Design button_debounce, sky130hd; sources not shown.
Fig. 1: run 1, where the registers sit
Bar = 20 um. Other sequential cells in the stronger grey, the rest of the logic in the fainter grey.
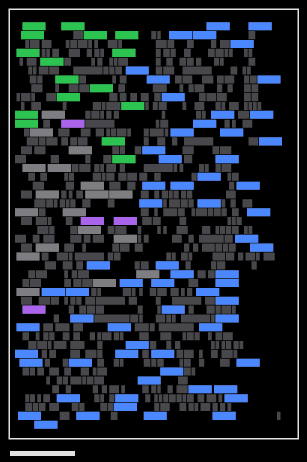
- g_btn.u_btn.sync2: purple (flops 4; where west)
- g_btn.u_btn.cnt: blue (flops 64; where all over the die)
- u_start.cnt: green (flops 16; where north-west)
- not coloured: 18
Register Area: 2040 sq um
fin util: 52.4%

Fig. 2: run 1, selected gate families
Bar = 20 um.
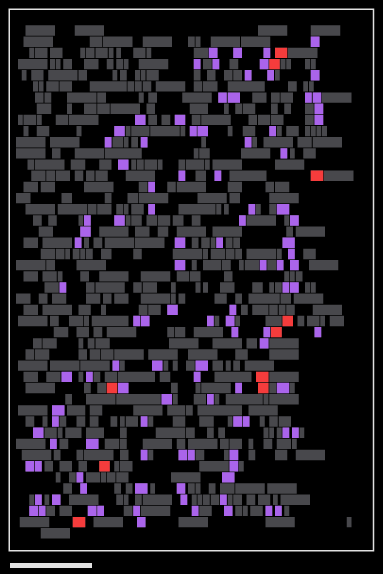
- inverting AOI/OAI gates: purple (cells 107; where all over the die)
- AND-OR and OR-AND gates: red (cells 10)
Final Non-Filler Cells: 751
Comb area share: 50.1%
Commonest Layout Cell: dfxtp_1

Fig. 3: run 1, clock nets
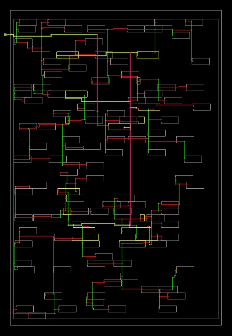
clock sink total: 102
Flop Count: 102
Power Clock: 1.38 mW
TritonCTS buffer count: 9

Fig. 4: run 1, metal layers overlaid
Only two layers are drawn.
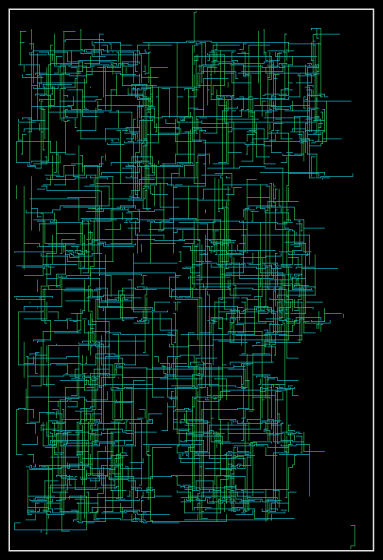
- met1: cyan (wire length 5170 um)
- met2: green (wire length 5020 um)
all-layer global routing usage: 19.3%
via count: 4150
DR WL/cell: 14.1 um

==> metrics.yaml, run 1 <==
status: "completed"
top_area_cell: "dfxtp_1"
setup_slack_ns: 0.602
syn_nets: 606
die_y_um: 131
route.top_layer_used: "met4"
switchingPower_mw: 0.650
reg2reg_slack_ns: 0.60
skew_ns: 0.00870
comb_power_mw: 0.114
top_cells_by_count: "dfxtp_1, nand2_1, nand3_1"
fmax_mhz: 477
worstSetupEndpointType: "register"
syn-instance-count: 593
dominant_cells: "logic gates"
cp.buffers_inverters: 1
min_period_ns: 2.10
tap_cells: 144
holdBufCountCts: 0
synth_area_sq_um: 5030
clock_area_share_pct: 5.62
buf_share_pct: 4.19
leakagePower_nw: 1.89
lay_top_cells: "dfxtp_1, nand2_1, nand3_1, nor2_1, a21oi_1"
ant_nets: 0
slew_violations: 0
seq_share_pct: 36.4
nets: 615
use_met3_pct: 4.15
powerDensity_nw_per_um2: 538
dr.pass1.iters: 4
drc: 0
n_clock_buffer: 10
wl_met1_mm: 5.17
synth_seq_share_pct: 40.6
ys_ff: 102
==> run 2, diff against run 1 <==
==> constraint.sdc (replaced) <==
create_clock -name clk -period 2 [get_ports clk]
set_input_delay 0.3 -clock clk [delete_from_list [all_inputs] [get_ports clk]]
set_output_delay 0.3 -clock clk [all_outputs]
set_load 0.02 [all_outputs]
Fig. 5: run 2, hierarchy map of the flops
Bar = 20 um. Other sequential cells in the stronger grey, the rest of the logic in the fainter grey.
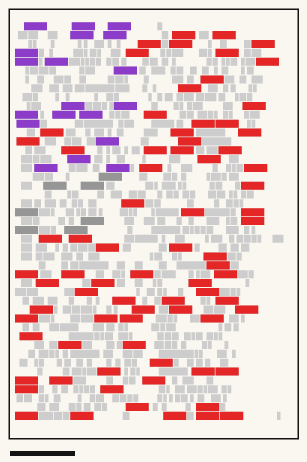
- u_start: purple (flops 19)
- g_btn: red (flops 76; where all over the die)
chip area: 11600 sq um
fin util: 54.4%
Final Non-Filler Cells: 774

Fig. 6: run 2, clock nets
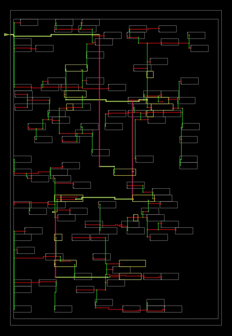
Power Clock: 1.75 mW
worst clock skew: 0.00514 ns
clock buffers: 9
clk ins delay skew pair: 0.34 ns

==> run 2 against run 1 <==
Effect of this change: hold slack got worse by 0.016 ns; wire length is 0.39% lower; core utilization rose by 2.0 points; clock power rose by 27%; setup slack lost 0.45 ns; sequential share of layout area is 1.3 points lower; clock skew decreased by 0.0036 ns; critical path depth down 1; via count grew 3.0%; register-to-register slack got worse by 0.45 ns; largest power group unchanged; highest routed layer unchanged.
==> metrics.yaml, run 2 <==
status: "completed"
slew_violations: 0
ys_ff: 102
clock_area_share_pct: 5.13
htreeDepth: 3
grt_usage_pct: 19.7
ant_nets: 0
tap_cells: 144
setup_slack_ns: 0.149
buf_share_pct: 7.64
drc: 0
syn-instance-count: 593
dominant_cells: "logic gates"
route.top_layer_used: "met4"
synth_seq_share_pct: 40.6
seq_share_pct: 35.0
cts_buffers: 9
cts_buffer_depth: 2
numClockSinks: 102
cp.buffers_inverters: 1
worstHoldPathType: "reg -> reg"
ys_sh_mux_pct: 3.98
reg2reg_slack_ns: 0.15
dr.pass1.iters: 4
comb_area_share_pct: 48.6
worstMarginPinSlew_ns: 0.501
grt_pass1_vias: 4041
top_cells_by_count: "dfxtp_1, nand2_1, nand3_1"
routedWlPerCell_um: 13.6
seq_cells: 102
holdBufCountCts: 0
comb_power_mw: 0.172
use_met3_pct: 3.77
met3_length_um: 255
worstSetupEndpointType: "register"
switchingPower_mw: 0.883
vias: 4274
pwr-share-comb_pct: 4.3
synth_area_sq_um: 5030
syn_nets: 606
gp_congestion: 0.875
grt_util_met2_pct: 31.9
lay_top_cells: "dfxtp_1, nand2_1, nand3_1, nor2_1, buf_4"
leakagePower_nw: 2.02
wl_met1_mm: 5.06
min_period_ns: 1.85
top_area_cell: "dfxtp_1"
irDropWorstVdd_mv: 0.483
lay_top_count: "dfxtp_1"
nets: 638
powerDensity_nw_per_um2: 682
seq_area_sq_um: 2040
p_seq_mw: 2.05
die_y_um: 131
top_cell_area_share_pct: 40.6
antenna_found_initial: 0
fmax_mhz: 540
==> run 3, diff against run 2 <==
--- a/config.mk
+++ b/config.mk
@@ -7,10 +7,12 @@
 export LEC_CHECK = 0
 export CAP_MARGIN = 20
 export CORE_ASPECT_RATIO = 1.5
+export CORE_MARGIN = 1.5
 export CORE_UTILIZATION = 45
 export CTS_CLUSTER_DIAMETER = 40
 export CTS_CLUSTER_SIZE = 20
 export DETAILED_ROUTE_END_ITERATION = 8
+export DONT_BUFFER_PORTS = 1
 export HOLD_SLACK_MARGIN = 0.1
 export SLEW_MARGIN = 0
 export SYNTH_ARGS = -nofsm -noshare
Fig. 7: run 3, clock nets
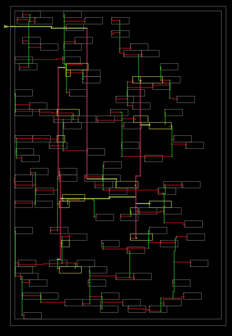
clk ins delay skew pair: 0.36 ns
worst clock skew: 0.0116 ns
Power Clock: 1.72 mW

Fig. 8: run 3, hierarchy map of the flops
Bar = 20 um. Other sequential cells in the stronger grey, the rest of the logic in the fainter grey.
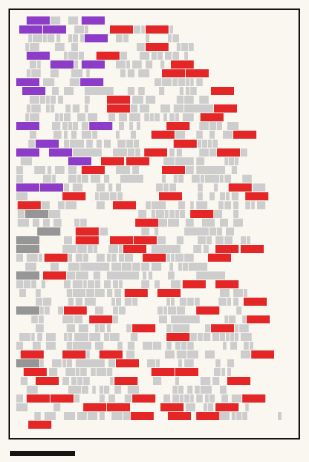
- g_btn: red (flops 76; where all over the die)
- u_start: purple (flops 19; where north-west)
- not coloured: 7
fin util: 52.1%
Final Non-Filler Cells: 763
chip area: 11800 sq um

==> run 3 against run 2 <==
Effect of this change: setup slack got worse by 0.049 ns; die size increased by 1.9%; wire length increased by 5.9%; cell count decreased by 1.4%; critical path type unchanged.
==> metrics.yaml, run 3 <==
synth_seq_share_pct: 40.6
slew_violations: 0
tap_cells: 147
grt_pass1_vias: 4185
ant_nets: 0
ys_ff: 102
synth_area_sq_um: 5030
dr.pass1.iters: 4
cts_buffer_depth: 2
top_cell_area_share_pct: 40.6
syn-instance-count: 593
irDropWorstVdd_mv: 0.525
seq_area_sq_um: 2040
dominant_cells: "logic gates"
clock_area_share_pct: 5.14
worstMarginPinSlew_ns: 0.533
seq_share_pct: 35.9
grt_util_met2_pct: 34.7
comb_area_share_pct: 49.9
setup_slack_ns: 0.100
met3_length_um: 240
routedWlPerCell_um: 14.7
htreeDepth: 3
switchingPower_mw: 0.935
status: "completed"
lay_top_count: "dfxtp_1"
leakagePower_nw: 1.97
drc: 0
reg2reg_slack_ns: 0.10
lay_top_cells: "dfxtp_1, nand2_1, nand3_1, nor2_1, buf_4"
worstSetupEndpointType: "register"
ys_sh_mux_pct: 3.98
die_y_um: 132
route.top_layer_used: "met4"
use_met3_pct: 3.06
buf_share_pct: 5.45
holdBufCountCts: 2
seq_cells: 102
vias: 4301
Power is estimated from default activity; no workload was simulated.
